Run 1, placement view:
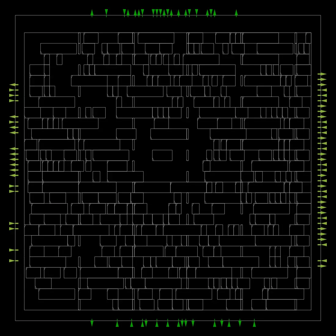
Run 1, cells by drive strength:
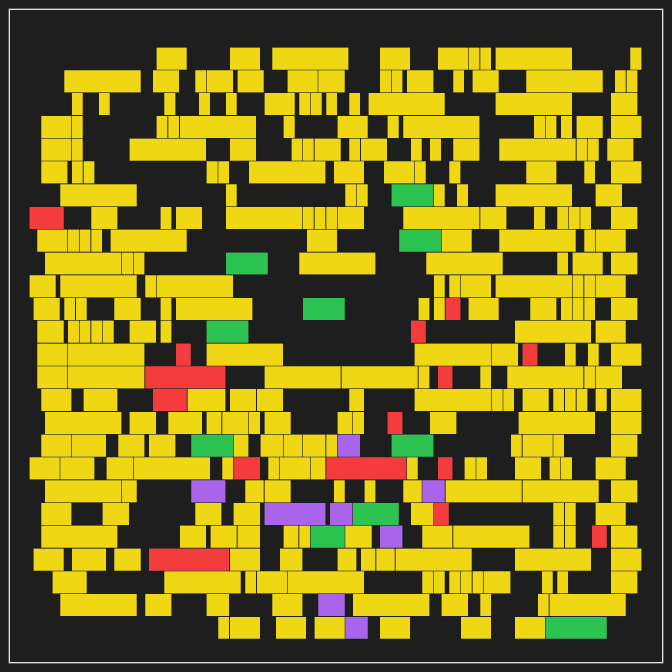
Run 1, wire density map:
16 x 16 tiles, from dark blue (low) to red (high), scaled to the fullest tile. Values are wire area over tile area, all layers added.
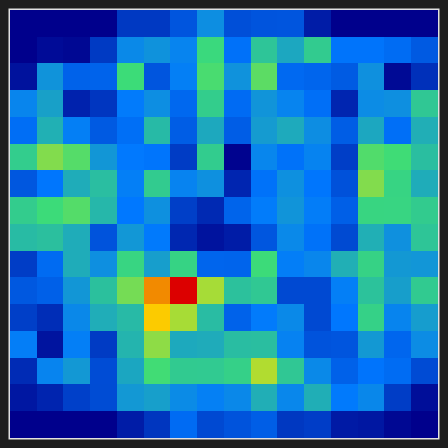
$ cat src/rtl/reg_dump_reader.sv
// ---------------------------------------------------------------------------
// reg_dump_reader
//
// Sequential read-out engine for the register file. On a start request it
// walks an inclusive, wrap-around register-address range, drives the register
// file's combinational read port one address at a time and streams each
// captured word to a consumer over a valid/ready handshake.
//
// Optional feature (compile-time macro): REG_DUMP_CHECKSUM_EN
//   When defined, a running XOR of every transferred register word is sent as
//   one extra beat (out_addr=0, out_last=1) after the last register beat.
//
// Ports:
//   clk, rst_n          clock, asynchronous active-low reset
//   start               dump request, sampled only while idle
//   start_addr/end_addr inclusive register range, sampled with start
//   rf_addr / rf_data   register file read port (data is combinational)
//   out_valid/out_ready beat handshake
//   out_data/out_addr   captured word and its register index
//   out_last            final beat of the dump
//   busy                high while a dump is in progress (including done)
//   done                one-cycle pulse after the final beat transfers
// ---------------------------------------------------------------------------
module reg_dump_reader #(
    parameter int unsigned NUM_REG        = 32,
    parameter int unsigned REG_ADDR_WIDTH = 5,
    parameter int unsigned REG_WIDTH      = 32
) (
    input  logic                      clk,
    input  logic                      rst_n,
    input  logic                      start,
    input  logic [REG_ADDR_WIDTH-1:0] start_addr,
    input  logic [REG_ADDR_WIDTH-1:0] end_addr,
    output logic [REG_ADDR_WIDTH-1:0] rf_addr,
    input  logic [REG_WIDTH-1:0]      rf_data,
    output logic                      out_valid,
    input  logic                      out_ready,
    output logic [REG_WIDTH-1:0]      out_data,
    output logic [REG_ADDR_WIDTH-1:0] out_addr,
    output logic                      out_last,
    output logic                      busy,
    output logic                      done
);

    // StSum is the extra fetch-equivalent cycle for the checksum beat; it is
    // unreachable when the checksum feature is compiled out.
    typedef enum logic [2:0] {
        StIdle,
        StFetch,
        StSend,
        StDone,
        StSum
    } state_e;

    state_e                    state_q, state_d;
    logic [REG_ADDR_WIDTH-1:0] cur_q, cur_d;
    logic [REG_ADDR_WIDTH-1:0] last_q, last_d;
    logic                      out_valid_q, out_valid_d;
    logic                      out_last_q, out_last_d;
    logic [REG_WIDTH-1:0]      out_data_q, out_data_d;
    logic [REG_ADDR_WIDTH-1:0] out_addr_q, out_addr_d;
`ifdef REG_DUMP_CHECKSUM_EN
    logic [REG_WIDTH-1:0]      csum_q, csum_d;
`endif

    logic [REG_ADDR_WIDTH-1:0] cur_inc;
    logic                      at_last;

    // Next address with wrap at NUM_REG.
    assign cur_inc = REG_ADDR_WIDTH'((32'(cur_q) + 32'd1) % NUM_REG);
    assign at_last = (cur_q == last_q);

    always_comb begin
        state_d     = state_q;
        cur_d       = cur_q;
        last_d      = last_q;
        out_valid_d = out_valid_q;
        out_last_d  = out_last_q;
        out_data_d  = out_data_q;
        out_addr_d  = out_addr_q;
`ifdef REG_DUMP_CHECKSUM_EN
        csum_d      = csum_q;
`endif

        unique case (state_q)
            StIdle: begin
                if (start) begin
                    cur_d   = start_addr;
                    last_d  = end_addr;
                    state_d = StFetch;
`ifdef REG_DUMP_CHECKSUM_EN
                    csum_d  = '0;
`endif
                end
            end

            StFetch: begin
                // Snapshot the word now; later register writes cannot reach out_data.
                out_data_d  = rf_data;
                out_addr_d  = cur_q;
                out_valid_d = 1'b1;
`ifdef REG_DUMP_CHECKSUM_EN
                out_last_d  = 1'b0;
`else
                out_last_d  = at_last;
`endif
                state_d     = StSend;
            end

            StSend: begin
                if (out_ready) begin
                    out_valid_d = 1'b0;
`ifdef REG_DUMP_CHECKSUM_EN
                    if (!out_last_q) begin
                        csum_d = csum_q ^ out_data_q;
                    end
                    if (out_last_q) begin
                        state_d = StDone;
                    end else if (at_last) begin
                        state_d = StSum;
                    end else begin
                        cur_d   = cur_inc;
                        state_d = StFetch;
                    end
`else
                    if (out_last_q) begin
                        state_d = StDone;
                    end else begin
                        cur_d   = cur_inc;
                        state_d = StFetch;
                    end
`endif
                end
            end

`ifdef REG_DUMP_CHECKSUM_EN
            StSum: begin
                // csum_q already includes the final register word here.
                out_data_d  = csum_q;
                out_addr_d  = '0;
                out_valid_d = 1'b1;
                out_last_d  = 1'b1;
                state_d     = StSend;
            end
`endif

            StDone: begin
                state_d = StIdle;
            end

            default: begin
                state_d = StIdle;
            end
        endcase
    end

    always_ff @(posedge clk or negedge rst_n) begin
        if (!rst_n) begin
            state_q     <= StIdle;
            cur_q       <= '0;
            last_q      <= '0;
            out_valid_q <= 1'b0;
            out_last_q  <= 1'b0;
            out_data_q  <= '0;
            out_addr_q  <= '0;
`ifdef REG_DUMP_CHECKSUM_EN
            csum_q      <= '0;
`endif
        end else begin
            state_q     <= state_d;
            cur_q       <= cur_d;
            last_q      <= last_d;
            out_valid_q <= out_valid_d;
            out_last_q  <= out_last_d;
            out_data_q  <= out_data_d;
            out_addr_q  <= out_addr_d;
`ifdef REG_DUMP_CHECKSUM_EN
            csum_q      <= csum_d;
`endif
        end
    end

    assign rf_addr   = cur_q;
    assign out_valid = out_valid_q;
    assign out_last  = out_last_q;
    assign out_data  = out_data_q;
    assign out_addr  = out_addr_q;
    assign busy      = (state_q != StIdle);
    assign done      = (state_q == StDone);

endmodule

$ cat config.mk
export PLATFORM = sky130hd
export DESIGN_NAME = reg_dump_reader
export DESIGN_NICKNAME = d
export VERILOG_FILES = /design/src/rtl/reg_dump_reader.sv
export SDC_FILE = /design/constraint.sdc
export NUM_CORES = 1
export LEC_CHECK = 0
export CAP_MARGIN = 15
export CORE_MARGIN = 2
export CORE_UTILIZATION = 40
export CTS_CLUSTER_SIZE = 30
export DETAILED_ROUTE_END_ITERATION = 7
export GPL_ROUTABILITY_DRIVEN = 1
export GPL_TIMING_DRIVEN = 0
export PLACE_DENSITY = 0.76
export SYNTH_ARGS = -nofsm -noshare
export SYNTH_HDL_FRONTEND = slang
export SYNTH_SLANG_ARGS = --single-unit
export TNS_END_PERCENT = 30
$ cat constraint.sdc
create_clock -name clk -period 1.6 [get_ports clk]
set_input_delay 0.24 -clock clk [delete_from_list [all_inputs] [get_ports clk]]
set_output_delay 0.24 -clock clk [all_outputs]
set_load 0.05 [all_outputs]
==> flow_metrics.tcl, run 1 <==
# implementation run metrics
set metrics [dict create \
    status "completed" \
    grt_util_met2_pct 29.2 \
    powerSeq_w 0.00234 \
    flops 51 \
    chipArea_sq_um 6070 \
    rrSetupSlack_ns 0.10 \
    cp-end-kind "output pin" \
    numSynthFlops 51 \
    power_leader "combinational cells" \
    gr-total-overflow 0 \
    top_area_share_pct 58.5 \
    p_per_area_nw_per_um2 2360 \
    buf_share_pct 29.6 \
    clock_area_share_pct 3.05 \
    crit-reg2reg-launch "state_q[0]" \
    worst_ep_arrival_time_ns 1.33 \
    async_reset_ff_share_pct 100 \
    power.share.clock_pct 10.2 \
    p_int_w 0.00374 \
    maxSlewHeadroom_pct 61.2 \
    drive_gt1_share_pct 9.97 \
    h-tree-depth 2 \
    cts-root-buf "clkbuf_8" \
    dp_cells 391 \
    yosys_warnings 0 \
    comb_area_share_pct 25.2 \
    placedInstanceArea_sq_um 3200 \
    row_count 26 \
    synth-edff-count 0 \
    worstPathCellList "clkdlybuf4s15_1" \
    fp_util_pct 42.2 \
    yosysTopAreaCell "dfrtp_1" \
    met2WireLength_microns 2310 \
    grt_pass1_wl_microns 8300 \
    hold_depth 3 \
    dpl.hpwl_microns 3670 \
    cpLargestDelayFamily "buffers and inverters" \
    yosysUniqueCellTypes 34 \
    antenna_found_initial 0 \
    crit_buf_inv 1 \
    irDropWorstVdd_mv 1.35 \
    rsz0062_at_grt "false" \
    layout_top_cells "nand2_1, dfrtp_1, clkdlybuf4s50_1" \
    min_period_ns 1.57 \
    whs_ns 0.462 \
    skew_ns 0.00785 \
    p_leak_nw 1.68 \
    worst_r2r_endpoint "rf_addr[4]" \
    period_used_pct 97.8 \
    hold-path-endpoint "out_data[2]" \
    grt_max_degree 28 \
    clockBufferCount 8 \
    first_pass_iters 4 \
    lay_top_count "nand2_1" \
    die_x_microns 77.9 \
    finalSetupViolCount 0 \
    max_freq_mhz 639 \
    pin_count 92 \
    crit_type "flop to output pin" \
    seq_area_frac_synth_pct 58.5 \
    buffers 107 \
    clock_path_buffers 2 \
    logic_gates 161 \
    grt_busiest_layer "met2" \
    cts_buffers 5 \
]
Notes on 'placement view' above:
n_taps: 70
Fill cells: 474
Seq/total area: 39.0%

Notes on 'cells by drive strength' above:
| colour | size | cells | share | most used |
|---|---|---|---|---|
| red | _2 cells | 15 | 4.5% | buf_2 |
| green | _6 and larger | 10 | 3.0% | clkbuf_8 |
| purple | _3 and _4 cells | 8 | 2.4% | buf_4 |
| yellow | _0 and _1 cells | 298 | 90% | nand2_1 |
Area growth syn-to-layout: 50.3%
Finished Cell Area: 3280 sq um
PnR worst setup slack: 0.0347 ns

Notes on 'wire density map' above:
tiles over half the peak: 6.6%
nearly empty tiles: 6.6%
mean over tiles: 0.13
fullest tile: 0.47
Routed wire per std cell: 12.3 microns
Vias: 1,851

run 1: timing repair:
action / in CTS / in global routing
setup endpoints to repair: 46 / 3
resized: 59 / 7
hold buffers: 1 / 0
endpoints found under the hold margin: 24 / 0
buffers inserted: 0 / 2
run 1: kinds of logic (layout without fill, tap and decap cells):
kind of cell             Yosys count  after routing  share of synthesized area [%]
XOR/XNOR                           5              5                           2.01
buffers and inverters             17            119                           3.78
AND-OR/OR-AND                     18             18                           6.25
multiplexers                       8              8                           4.07
flip-flops                        51             51                           58.5
AND/OR/NAND/NOR                  129            129                           24.9
adder cells (fa/ha/maj)            1              1                          0.573
run 1: flip-flops by register name, indices dropped and copies added, names as in the netlist:
signal and cells:
out_last 1, state_q 2, out_addr 5, out_data 32, rf_addr 5, out_valid 1
last_q 5
Run 1, sequential cells grouped by signal name:
Bar = 20 microns.
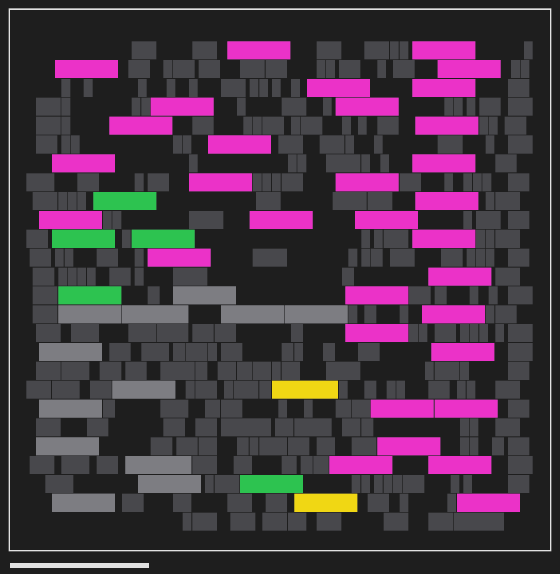

--- run 2 (diff from run 1) ---
--- a/config.mk
+++ b/config.mk
@@ -6,13 +6,15 @@
 export NUM_CORES = 1
 export LEC_CHECK = 0
 export CAP_MARGIN = 15
+export CELL_PAD_IN_SITES_DETAIL_PLACEMENT = 0
+export CELL_PAD_IN_SITES_GLOBAL_PLACEMENT = 1
 export CORE_MARGIN = 2
-export CORE_UTILIZATION = 40
+export CORE_UTILIZATION = 31
 export CTS_CLUSTER_SIZE = 30
 export DETAILED_ROUTE_END_ITERATION = 7
 export GPL_ROUTABILITY_DRIVEN = 1
 export GPL_TIMING_DRIVEN = 0
-export PLACE_DENSITY = 0.76
+export PLACE_DENSITY = 0.91
 export SYNTH_ARGS = -nofsm -noshare
 export SYNTH_HDL_FRONTEND = slang
 export SYNTH_SLANG_ARGS = --single-unit
Run 2, sequential cells grouped by signal name:
Bar = 20 microns.
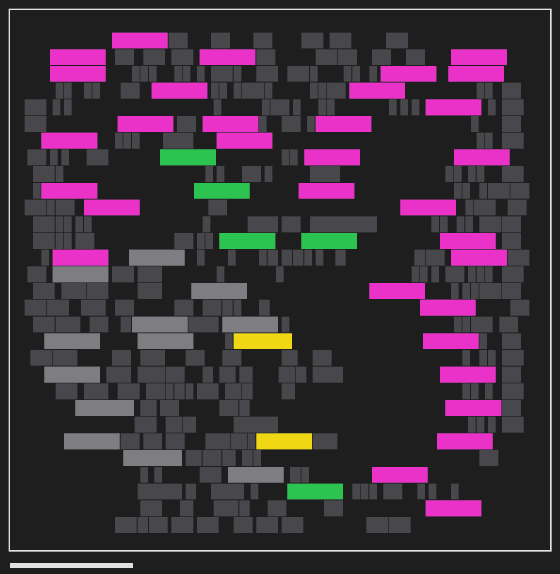
| colour | netlist name | placed flops |
|---|---|---|
| green | out_addr | 5 |
| yellow | state_q | 2 |
| magenta | out_data | 32 |
Seq. pwr: 0.00236 W
Seq/total area: 38.4%

==> flow_metrics.tcl, run 2 <==
# implementation run metrics
set metrics [dict create \
    status "completed" \
    seqPwrFrac_pct 29.7 \
    met1_length_microns 2340 \
    met3_wirelength_microns 340 \
    max_freq_mhz 640 \
    design_area_sq_um 3330 \
    diodes 0 \
    maxSlewHeadroom_pct 58.9 \
    synthFlopType "dfrtp_1" \
    min_period_ns 1.56 \
    p_per_area_nw_per_um2 2390 \
    worst_r2r_endpoint "rf_addr[4]" \
    synth-simple-area-share_pct 24.9 \
    synth_nets 276 \
    area_growth_pct 52.5 \
    crit_type "flop to flop" \
    period_used_pct 97.7 \
    fin_util_pct 49.0 \
    skew_ns 0.00306 \
    clock_path_buffers 2 \
    wl_per_cell_microns 12.7 \
    clk_pin_slew_ns 0.10 \
    post_cts_resized 62 \
    drc 0 \
    hold-path-endpoint "out_data[11]" \
    pin_count 92 \
    fp_util_pct 32.1 \
    xor_share_pct 2.01 \
    grt_pass1_vias 1889 \
    p_comb_w 0.00465 \
    synth-edff-count 0 \
    crit-reg2reg-launch "state_q[1]" \
    grt_busiest_layer "met2" \
    min_path_type "input port to flop" \
    maxSlewViolCount 0 \
    yosysUniqueCellTypes 34 \
    dpl.hpwl_microns 3960 \
    dp_cells 417 \
    powerClk_w 0.000935 \
    numSynthFlops 51 \
    synthAdderAreaFrac_pct 0.573 \
    cpLargestDelayFamily "simple AND/OR/NAND/NOR gates" \
    seq_area_frac_synth_pct 58.5 \
    nets 376 \
    vias 1877 \
    ys_cells 229 \
    rr_worst_depth 5 \
    die_h_microns 87.9 \
    first_pass_iters 4 \
    gr-total-overflow 0 \
    hp-start "rf_data[11]" \
    top_cells_by_area "dfrtp_1, nand2_1, mux2_1" \
    startpoint_type "flop" \
    chipArea_sq_um 7730 \
    crit_slowest_cell "dfrtp_2" \
    routed_wl_microns 5390 \
    met2WireLength_microns 2650 \
    layout_top_cells "nand2_1, dfrtp_1, clkdlybuf4s50_1" \
    largest_reg_flops 32 \
    mux_share_pct 4.07 \
    grt_max_degree 27 \
    placedInstanceArea_sq_um 3230 \
    row_count 30 \
    required_ns 1.81 \
    warning_count 27 \
    comb_power_share_pct 58.6 \
    yosys_warnings 0 \
    p_sw_w 0.00413 \
    p_leak_nw 1.68 \
    clock_latency_ns 0.31 \
    nFillCells 661 \
    lay_top_count "nand2_1" \
    hold_depth 3 \
    routed_via_density 4.41 \
    drtIter0Drc 54 \
    yosysTopAreaCell "dfrtp_1" \
    rsz0062_at_grt "false" \
    stdcell_count 426 \
    path_common_cell "buf_4" \
    grtUsageMet1_pct 18.0 \
    cp-end-kind "flop" \
    worst_ep_arrival_time_ns 1.77 \
    power.share.clock_pct 11.8 \
    fin_tns_setup_ns 0 \
    cts_buffers 5 \
    cts-root-buf "clkbuf_8" \
    synth_cells 229 \
    irDropWorstVdd_mv 1.05 \
    startpoint "state_q[1]" \
    cts_tree "yes" \
    timing.final.hold_violations 0 \
    post_cts_buffers 1 \
    compound_area_share_pct 6.25 \
    antenna_found_initial 0 \
    max_cap_viol_count 0 \
    p_int_w 0.00382 \
    most_common_cell "nand2_1" \
    worst_pin_slew_ns 0.616 \
    power_leader "combinational cells" \
    p_total_w 0.00795 \
    crit_buf_inv 2 \
    finalSetupViolCount 0 \
    top_logic_kind "simple AND/OR/NAND/NOR gates" \
    async_reset_ff_share_pct 100 \
    hold_buffers 1 \
    die_x_microns 87.9 \
    routabilityCongestion 0.774 \
    coreArea_sq_um 6790 \
    grt_util_met2_pct 26.2 \
    synth_chip_area_sq_um 2180 \
    rrSetupSlack_ns 0.04 \
    use_met3_pct 3.58 \
    grt_pass1_wl_microns 8950 \
    critical_path_depth 5 \
    whs_ns 0.445 \
    h-tree-depth 2 \
    switching_share_pct 51.9 \
    grt_use_total_pct 14.9 \
    worstPathCellList "buf_4 -> nand2b_1 -> buf_4 -> or4_1 -> o211a_1" \
    drive_gt1_share_pct 10.3 \
    max_stage_delay_ns 0.43 \
    setup_ws_ns 0.0364 \
    top_area_share_pct 58.5 \
]
-- run 2: cell counts after synthesis --
Identical to the previous run, type by type.
-- run 2: cell type report --
type                       instances  area, sq um  area share, %
buffer                            12         73.8           2.22
clock buffer                       5         68.8           2.07
clock inverter                     3         47.5           1.43
inverter                           4         15.0          0.451
multi-input combinational        161          828           24.9
sequential                        51         1280           38.4
tap                               96          120           3.61
timing repair buffer              94          896           26.9
-- run 2: cells by family after synthesis --
group | Yosys count
and+or+nand+nor | 129
DFF | 51
AOI/OAI and AO/OA | 18
buffers and inverters | 17
muxes | 8
xor gates and xnor gates | 5
adders and majority gates | 1
-- run 2: worst register-to-register path, stage by stage, from the launching register on --
cell and delay [ns]:
dfrtp_2 0.43, buf_4 0.16, nand2b_1 0.14, buf_4 0.17, or4_1 0.43, o211a_1 0.13
Power figures rest on the tool's default switching activity, not on a simulated workload.
